===== config.mk =====
export PLATFORM = sky130hd
export DESIGN_NAME = count_serializer
export DESIGN_NICKNAME = d
export VERILOG_FILES = /design/src/rtl/count_obs_pkg.sv /design/src/rtl/bit_timer.sv /design/src/rtl/count_serializer.sv
export SDC_FILE = /design/constraint.sdc
export NUM_CORES = 1
export LEC_CHECK = 0
export CAP_MARGIN = 10
export CORE_UTILIZATION = 25
export DETAILED_ROUTE_END_ITERATION = 7
export PLACE_DENSITY = 0.41
export SYNTH_ARGS = -nofsm -noshare
export SYNTH_HDL_FRONTEND = slang
export SYNTH_SLANG_ARGS = --single-unit

===== constraint.sdc =====
create_clock -name clk -period 4.45 [get_ports clk]
set_clock_uncertainty 0.05 [all_clocks]
set_input_delay 0.445 -clock clk [delete_from_list [all_inputs] [get_ports clk]]
set_output_delay 0.445 -clock clk [all_outputs]
set_load 0.005 [all_outputs]

===== src/rtl/count_obs_pkg.sv =====
// Shared definitions for the count observation path.
// Contents:
//   DataW     - default width of the observed counter value
//   FrameBits - serial bits per frame: start + DataW data + parity + stop
//   state_e   - serializer FSM states
package count_obs_pkg;

  localparam int unsigned DataW     = 4;
  localparam int unsigned FrameBits = DataW + 3;

  typedef enum logic [2:0] {
    StIdle,
    StStart,
    StData,
    StParity,
    StStop
  } state_e;

endpackage


===== src/rtl/bit_timer.sv =====
// Divide-by-ClksPerBit bit timer for the serializer.
// Ports:
//   clk_i  - clock, rising edge
//   rst_i  - synchronous active-high reset
//   clr_i  - holds the counter at zero, so the next bit starts on a full period
//   tick_o - high on the last cycle of each bit period
module bit_timer #(
  parameter int unsigned ClksPerBit = 16
) (
  input  logic clk_i,
  input  logic rst_i,
  input  logic clr_i,
  output logic tick_o
);

  localparam int unsigned CntW = (ClksPerBit > 2) ? $clog2(ClksPerBit) : 1;
  localparam logic [CntW-1:0] CntMax = CntW'(ClksPerBit - 1);

  logic [CntW-1:0] cnt_q, cnt_d;

  always_comb begin
    tick_o = (cnt_q == CntMax);
    cnt_d  = cnt_q + CntW'(1);
    if (clr_i || tick_o) begin
      cnt_d = '0;
    end
  end

  always_ff @(posedge clk_i) begin
    if (rst_i) begin
      cnt_q <= '0;
    end else begin
      cnt_q <= cnt_d;
    end
  end

endmodule


===== src/rtl/count_serializer.sv =====
// Watches a counter value, captures each change into a one-deep pending buffer
// and ships it out as a UART-style frame: start(0), data LSB first, even
// parity, stop(1). Values overwritten before transmission are counted.
// Ports:
//   clk         - clock, rising edge
//   rst         - synchronous active-high reset
//   en          - change-capture enable (a frame in flight always completes)
//   count_in    - observed counter value
//   tx          - serial line, idles high (registered)
//   busy        - high while the serializer is not idle (registered)
//   frame_done  - one-cycle pulse on the last cycle of the stop bit
//   overrun_cnt - saturating count of overwritten pending values
module count_serializer
  import count_obs_pkg::*;
#(
  parameter int unsigned CLKS_PER_BIT = 16,
  parameter int unsigned DATA_W       = DataW
) (
  input  logic              clk,
  input  logic              rst,
  input  logic              en,
  input  logic [DATA_W-1:0] count_in,
  output logic              tx,
  output logic              busy,
  output logic              frame_done,
  output logic [7:0]        overrun_cnt
);

  localparam int unsigned IdxW = (DATA_W > 2) ? $clog2(DATA_W) : 1;
  localparam logic [IdxW-1:0] LastIdx = IdxW'(DATA_W - 1);

  state_e            state_q, state_d;
  logic [DATA_W-1:0] last_seen_q;
  logic              pend_valid_q, pend_valid_d;
  logic [DATA_W-1:0] pend_data_q, pend_data_d;
  logic [DATA_W-1:0] shift_q, shift_d;
  logic              parity_q, parity_d;
  logic [IdxW-1:0]   bit_idx_q, bit_idx_d;
  logic [7:0]        overrun_q, overrun_d;
  logic              tx_q, tx_d;
  logic              busy_q, busy_d;
  logic              frame_done_q, frame_done_d;

  logic bit_tick;
  logic consume;
  logic change;

  // Timer held at zero while idle so START always lasts a full bit period.
  bit_timer #(
    .ClksPerBit(CLKS_PER_BIT)
  ) u_bit_timer (
    .clk_i (clk),
    .rst_i (rst),
    .clr_i (state_q == StIdle),
    .tick_o(bit_tick)
  );

  assign change = en && (count_in != last_seen_q);

  // FSM next state and frame datapath
  always_comb begin
    state_d   = state_q;
    shift_d   = shift_q;
    parity_d  = parity_q;
    bit_idx_d = bit_idx_q;
    consume   = 1'b0;

    unique case (state_q)
      StIdle: begin
        if (pend_valid_q) begin
          consume   = 1'b1;
          shift_d   = pend_data_q;
          parity_d  = ^pend_data_q;
          bit_idx_d = '0;
          state_d   = StStart;
        end
      end
      StStart: begin
        if (bit_tick) begin
          bit_idx_d = '0;
          state_d   = StData;
        end
      end
      StData: begin
        if (bit_tick) begin
          shift_d = shift_q >> 1;
          if (bit_idx_q == LastIdx) begin
            state_d = StParity;
          end else begin
            bit_idx_d = bit_idx_q + IdxW'(1);
          end
        end
      end
      StParity: begin
        if (bit_tick) begin
          state_d = StStop;
        end
      end
      StStop: begin
        if (bit_tick) begin
          state_d = StIdle;
        end
      end
      default: state_d = StIdle;
    endcase
  end

  // Pending buffer and overrun counter. A change in the consume cycle simply
  // refills the buffer; only an overwrite of an unconsumed value is an overrun.
  always_comb begin
    pend_valid_d = pend_valid_q;
    pend_data_d  = pend_data_q;
    overrun_d    = overrun_q;
    if (consume) begin
      pend_valid_d = 1'b0;
    end
    if (change) begin
      pend_valid_d = 1'b1;
      pend_data_d  = count_in;
      if (pend_valid_q && !consume && (overrun_q != 8'hFF)) begin
        overrun_d = overrun_q + 8'd1;
      end
    end
  end

  // Outputs are decoded from the current state and registered, so the line
  // trails the FSM by one cycle.
  always_comb begin
    tx_d         = 1'b1;
    busy_d       = (state_q != StIdle);
    frame_done_d = (state_q == StStop) && bit_tick;
    unique case (state_q)
      StIdle:   tx_d = 1'b1;
      StStart:  tx_d = 1'b0;
      StData:   tx_d = shift_q[0];
      StParity: tx_d = parity_q;
      StStop:   tx_d = 1'b1;
      default:  tx_d = 1'b1;
    endcase
  end

  always_ff @(posedge clk) begin
    if (rst) begin
      state_q      <= StIdle;
      last_seen_q  <= '0;
      pend_valid_q <= 1'b0;
      pend_data_q  <= '0;
      shift_q      <= '0;
      parity_q     <= 1'b0;
      bit_idx_q    <= '0;
      overrun_q    <= 8'd0;
      tx_q         <= 1'b1;
      busy_q       <= 1'b0;
      frame_done_q <= 1'b0;
    end else begin
      state_q      <= state_d;
      last_seen_q  <= count_in;
      pend_valid_q <= pend_valid_d;
      pend_data_q  <= pend_data_d;
      shift_q      <= shift_d;
      parity_q     <= parity_d;
      bit_idx_q    <= bit_idx_d;
      overrun_q    <= overrun_d;
      tx_q         <= tx_d;
      busy_q       <= busy_d;
      frame_done_q <= frame_done_d;
    end
  end

  assign tx          = tx_q;
  assign busy        = busy_q;
  assign frame_done  = frame_done_q;
  assign overrun_cnt = overrun_q;

endmodule

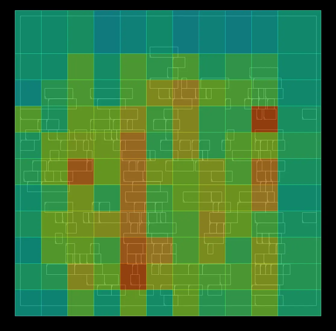
*Routing congestion*
Total Routing Usage GR: 0.113
GRT busiest layer: met2
routed length per instance: 12.0 um
GR Util met1: 0.130

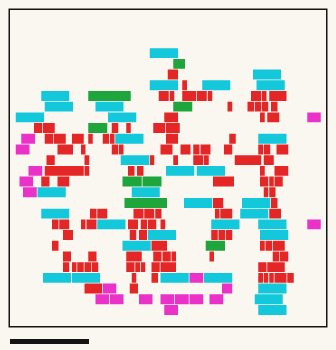
*Placed cells, one colour a class*
Bar = 20 um.
colour	class	cells	share of their area
red	combinational and other logic	125	45%
green	clock drivers and dummy loads	8	7.6%
magenta	other buffers and delay cells	18	9.8%
cyan	flops	34	38%

==> results.toml <==
# physical design summary
[drt]
drc = 0
drtIter0Drc = 38
vias = 1228
avgViaCountPerCell = 4.72
ant_nets = 0
wl_mm = 3.13
drt-pass1-iter-count = 4

[cts]
insertion_delay_ns = 0.29
postCtsSetupRepairBufs = 0
h-tree-depth = 2
clockBufferDepth = 2
cts-buffers-inserted = 5
postCtsHoldBufs = 0
cts_sinks = 34
cts_resized = 0
cts-root-buf = "clkbuf_8"
cts_tree = "yes"
clkTransAtPathRegs_ns = 0.08

[global_route]
grt_start_max_net_pins = 34
antenna_found_initial = 0
grt-ovfl-total = 0
grt_first_pass_wirelength_mm = 5.45
grt_pass1_vias = 1196

[synth]
yosys.area.top_type = "dfxtp_1"
top_cell_area_share = 0.444
edf_count = 0
ys_sh_xor = 0.0571
ys_cells = 168
ys_sh_simple = 0.236
avgSynthCellArea_um2 = 9.13
yosys_warnings = 0
yosys.area_share.aoi = 0.159
synth_adder_area_share = 0.0245
top_cell = "dfxtp_1"
logic_family = "simple AND/OR/NAND/NOR gates"
flop_cell = "dfxtp_1"
synth.top_cells.by_count = "dfxtp_1, a21oi_1, nand2_1"
ys_ff = 34
ys_seq_frac = 0.444
syn-instance-count = 168
synth.distinct_cells = 37
mux_share = 0.0416
yosys_area_mm2 = 0.00153
syn_area_mm2 = 0.00153
async_flop_share = 0
area_leaders = "dfxtp_1, a21oi_1, nand2_1"
fp_nets = 178

[placed_design]
postPlaceCellArea_mm2 = 0.00176
dp_cells = 252
port_buffers = 17
hpwl_mm = 2.13
dp_slack_ns = 1.77
place_congestion = 0.695

[sta]
finalSetupTns_ns = 0
fin_ws_ns = 2.08
fin_worst_hold_slack_ns = 0.397
slew_violations = 0
rsz0062_at_grt = "no"
max_slew_margin = 0.410
max_freq_ghz = 0.422
final.min_clock_period_ns = 2.37
post-route-period-util = 0.533
tightest_slew_ns = 0.882
setup_violations = 0
hold_viol = 0

[power_and_ir_drop]
clkPwrFrac = 0.475
p_leak_nw = 0.659
power.switching_mw = 0.155
p_seq_frac = 0.451
swShare = 0.215
p_total_mw = 0.718
power.density_mw_per_mm2 = 378
combinationalPowerShare = 0.074
internal_power_mw = 0.563
vdd_ir_drop_max_uv = 130

[die]
initCoreUtil = 0.259
ios = 18
die_area_mm2 = 0.00645
die_h_um = 80.3
core_area_mm2 = 0.00592
dieWidth_um = 80.3
rows = 28

[final_layout]
layout.cells.most_common_list = "dfxtp_1, clkdlybuf4s50_1, nand2_1, a21oi_1, nor2_1"
n_antenna_cell = 0
design_area_mm2 = 0.00190
n_fill_cell = 609
flop_area_um2 = 681
logic_area_um2 = 795
drive_above_1_share = 0.0649
layoutNonFillerInstCount = 260
nets = 194
lay_top_count = "dfxtp_1"
fin_util = 0.321
area_delta_synth_final_pct = 23.8

[worst_setup_path]
r2r_cells = 4
slowest_delay_ns = 0.86
cp.required_ns = 4.58
cp_max_fo = 18
worstPathArrival_ns = 2.50
cp_cell_sequence = "clkdlybuf4s50_1 -> xor2_1 -> o41ai_4 -> nor4_1 -> mux2_1"
timing.rr.start = "state_q[0]$_SDFFE_PP0P_"
worst-setup-path-type = "primary input to register"
startpoint_type = "primary input"
r2r_slack_ns = 2.40
r2r_end = "overrun_cnt[7]$_SDFFE_PP0P_"
cp_slowest_cell = "o41ai_4"
end_kind = "register"

[run_status]
outcome = "finished clean"

[worst_hold_path]
hold_start = "u_bit_timer.cnt_q[0]$_SDFF_PP0_"
hold_path_depth = 1
whs_endpoint = "u_bit_timer.cnt_q[0]$_SDFF_PP0_"
hold_path.class = "register to register"

[flow_run]
cap_viol_max_count = 0
warnings = 26
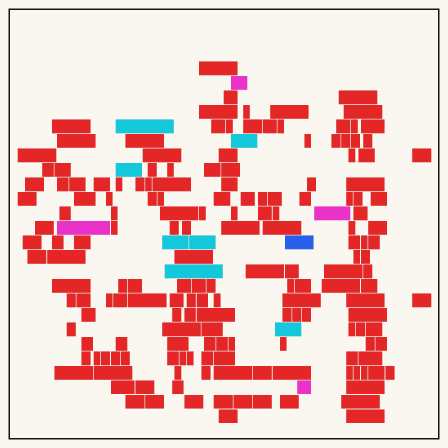
*Cells by drive strength*
colour	size	cells	share
magenta	_3 and _4 cells	4	2.2%
red	_0 and _1 cells	173	94%
blue	_2 cells	1	0.54%
cyan	_6 and larger	7	3.8%

[worst max-delay path: cells and delay by family]
family          cells  cell delay [ns]
compound gates      1             0.86
xor+xnor            1             0.22
buf+inv             1             0.46
mux                 1             0.34
simple gates        1             0.17
[how the worst max path moves through the flow]
stage / start / end / slack, ns / cells after the start
floorplan: count_in[1] / overrun_cnt[5]$_SDFFE_PP0P_ / 2.75 / 4
global placement: count_in[1] / overrun_cnt[6]$_SDFFE_PP0P_ / 1.82 / 5
detailed placement: count_in[1] / overrun_cnt[7]$_SDFFE_PP0P_ / 1.77 / 5
CTS: count_in[1] / overrun_cnt[7]$_SDFFE_PP0P_ / 2.09 / 5
global route: count_in[1] / overrun_cnt[7]$_SDFFE_PP0P_ / 1.92 / 5
finish: count_in[1] / overrun_cnt[7]$_SDFFE_PP0P_ / 2.08 / 5
[sequential cells by signal, summed over array words and instances (netlist names)]
register and flops:
overrun_cnt 8, last_seen_q 4, pend_data_q 4, shift_q 4
u_bit_timer.cnt_q 4, state_q 3, bit_idx_q 2, busy 1
frame_done 1, parity_q 1, pend_valid_q 1, tx 1
[final cells by class]
class	instances	area share
Timing Repair Buffer	18	0.0935
Tap cell	75	0.0494
Sequential cell	34	0.358
Inverter	4	0.00791
Clock inverter	3	0.0362
Clock buffer	5	0.0362
Multi-Input combinational cell	121	0.418
[layer usage]
layer	track usage	part of all wire	up-vias
met4	0.0589	0.021	0
met2	0.183	0.48	13
met3	0.0375	0.027	7
met1	0.130	0.47	579
li1	-	-	629
met5	0	0	-
[power by group through the flow]
stage          registers [mW]  logic, mW  clock network, mW
4_1_cts                 0.324     0.0538              0.352
5_1_grt                 0.325     0.0598              0.372
2_1_floorplan           0.327     0.0398                  0
3_3_place_gp            0.331     0.0524                  0
6_report                0.324     0.0530              0.341
3_5_place_dp            0.331     0.0536                  0
